Design shout_sweep_ctrl_flat, sky130hd; sources not shown.
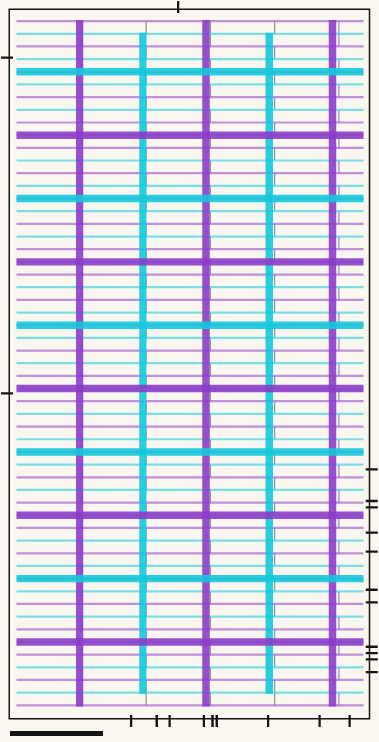
**Above:** PDN straps and rails.
Scale bar: 20 um. Pins as bars on the die edge. Tap cells in grey.
[purple] VSS
[cyan] VDD
signal pins: 23
rows: 54
Die X: 77.0 um
placeable core area: 10900 um2
Die H: 152 um
maximum VDD drop: 255 uV

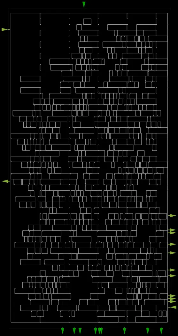
**Above:** cell placement.
fraction of area in registers: 31.3%
tap cells: 140

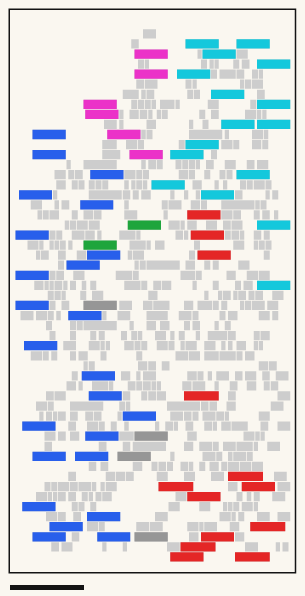
**Above:** register map, names as in the netlist.
Scale bar: 20 um. Other sequential cells in the stronger grey, the rest of the logic in the fainter grey.
[green] u_core.r_state | flops: 2
[blue] u_core.r_gcnt | flops: 24
[red] u_core.bus.cur_hp | flops: 13
[cyan] u_core.r_hcnt | flops: 16 | where: north-east
[magenta] u_core.r_dwell | flops: 6 | where: north
not coloured: 4
Register Area: 1630 um2
seq pwr: 0.799 mW
final core utilization: 47.7%

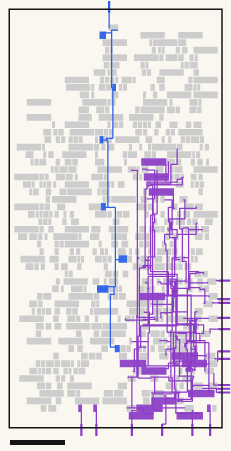
**Above:** wires at chosen ports, followed through buffers.
Scale bar: 20 um.
[blue] bus_enable | bits: 1 | direction: input | edge: north | end cells: 8 | wire: 151 um
[purple] bus_cur_hp | bits: 16 | direction: output | edge: 10 east, 6 south | end cells: 16 | wire: 1530 um
# IOs: 23
Buffers on Ports: 19

==> flow_metrics.py <==
# Synthesis and PnR figures
metrics = {
    "power": {
        "p_switching_mw": 0.873,
        "power.density_nw_per_um2": 437,
        "power_mw": 2.28,
        "p_clk_share_pct": 29.8,
        "leakage_nw": 2.06,
    },
    "route": {
        "drtIter0Drc": 291,
        "wl_per_cell_um": 19.5,
        "wl_met3_um": 298,
        "drtPass1Iterations": 5,
        "routed_wl_mm": 14.0,
    },
    "cells_and_area": {
        "comb_cells": 439,
        "layout-drive-gt1-share_pct": 9.69,
        "buffers": 35,
        "stdcell_area_um2": 5220,
        "final_common_cell": "dfrtp_1",
        "layout_top_cells": "dfrtp_1 (59), nand2_1 (49), o21ai_0 (43)",
        "signal_buffer_area_fraction_pct": 5.85,
        "num-nonclk-inverters": 23,
    },
    "global_routing": {
        "use_met3_pct": 3.12,
        "globalRouteOverflowTotal": 0,
        "grtUsageTotal_pct": 24.7,
        "grt_max_degree": 41,
        "grt_pass1_wl_mm": 22.7,
    },
    "clock_network": {
        "clock-root-buffer": "clkbuf_16",
        "cts_max_path_buffers": 2,
        "numCtsBuffers": 9,
        "cts_resized": 0,
        "postCtsHoldBufs": 0,
    },
    "critical_path": {
        "path_depth": 9,
        "rr_worst_depth": 9,
        "arrival_ns": 4.15,
        "crit_slowest_cell": "or4_1",
        "max_stage_delay_ns": 0.77,
    },
    "yosys": {
        "yosys.area_share.simple_pct": 28.0,
        "avgSynthCellArea_um2": 8.24,
        "synth-xor-area-share_pct": 2.09,
        "top_cells_by_count": "dfrtp_1 (59), nand2_1 (49), o21ai_0 (43), nand3_1 (41), nor2_1 (39)",
    },
    "sta": {
        "rsz0062_at_grt": "no",
        "relSlewSlack_pct": 48.5,
        "hold_violations": 0,
        "fin_crit_ns": 3.91,
    },
    "run": {
        "maxCapViolCount": 0,
    },
    "place": {
        "globalplace.congestion": 0.916,
        "dp_hpwl_mm": 10.4,
    },
    "floorplanning": {
        "fp_util_pct": 42.1,
        "die-area_um2": 11700,
    },
    "run_status": {
        "status": "complete, no violations",
    },
}
through the flow:
stage / hold slack [ns] / setup slack (ns) / instances
floorplan: 0.134 / 0.864 / 562
global placement: 0.488 / 0.573 / 702
detailed placement: 0.494 / 0.447 / 702
CTS: 0.128 / 0.424 / 718
global route: 0.141 / 0.114 / 718
finish: 0.109 / 0.392 / 718
power groups by stage:
stage / registers [mW] / clock network, mW / logic, mW
6_report: 0.799 / 0.679 / 0.802
2_1_floorplan: 0.759 / 0 / 0.549
5_1_grt: 0.808 / 0.719 / 0.884
3_3_place_gp: 0.803 / 0 / 0.785
3_5_place_dp: 0.809 / 0 / 0.802
4_1_cts: 0.798 / 0.697 / 0.803
Power is estimated from default activity; no workload was simulated.
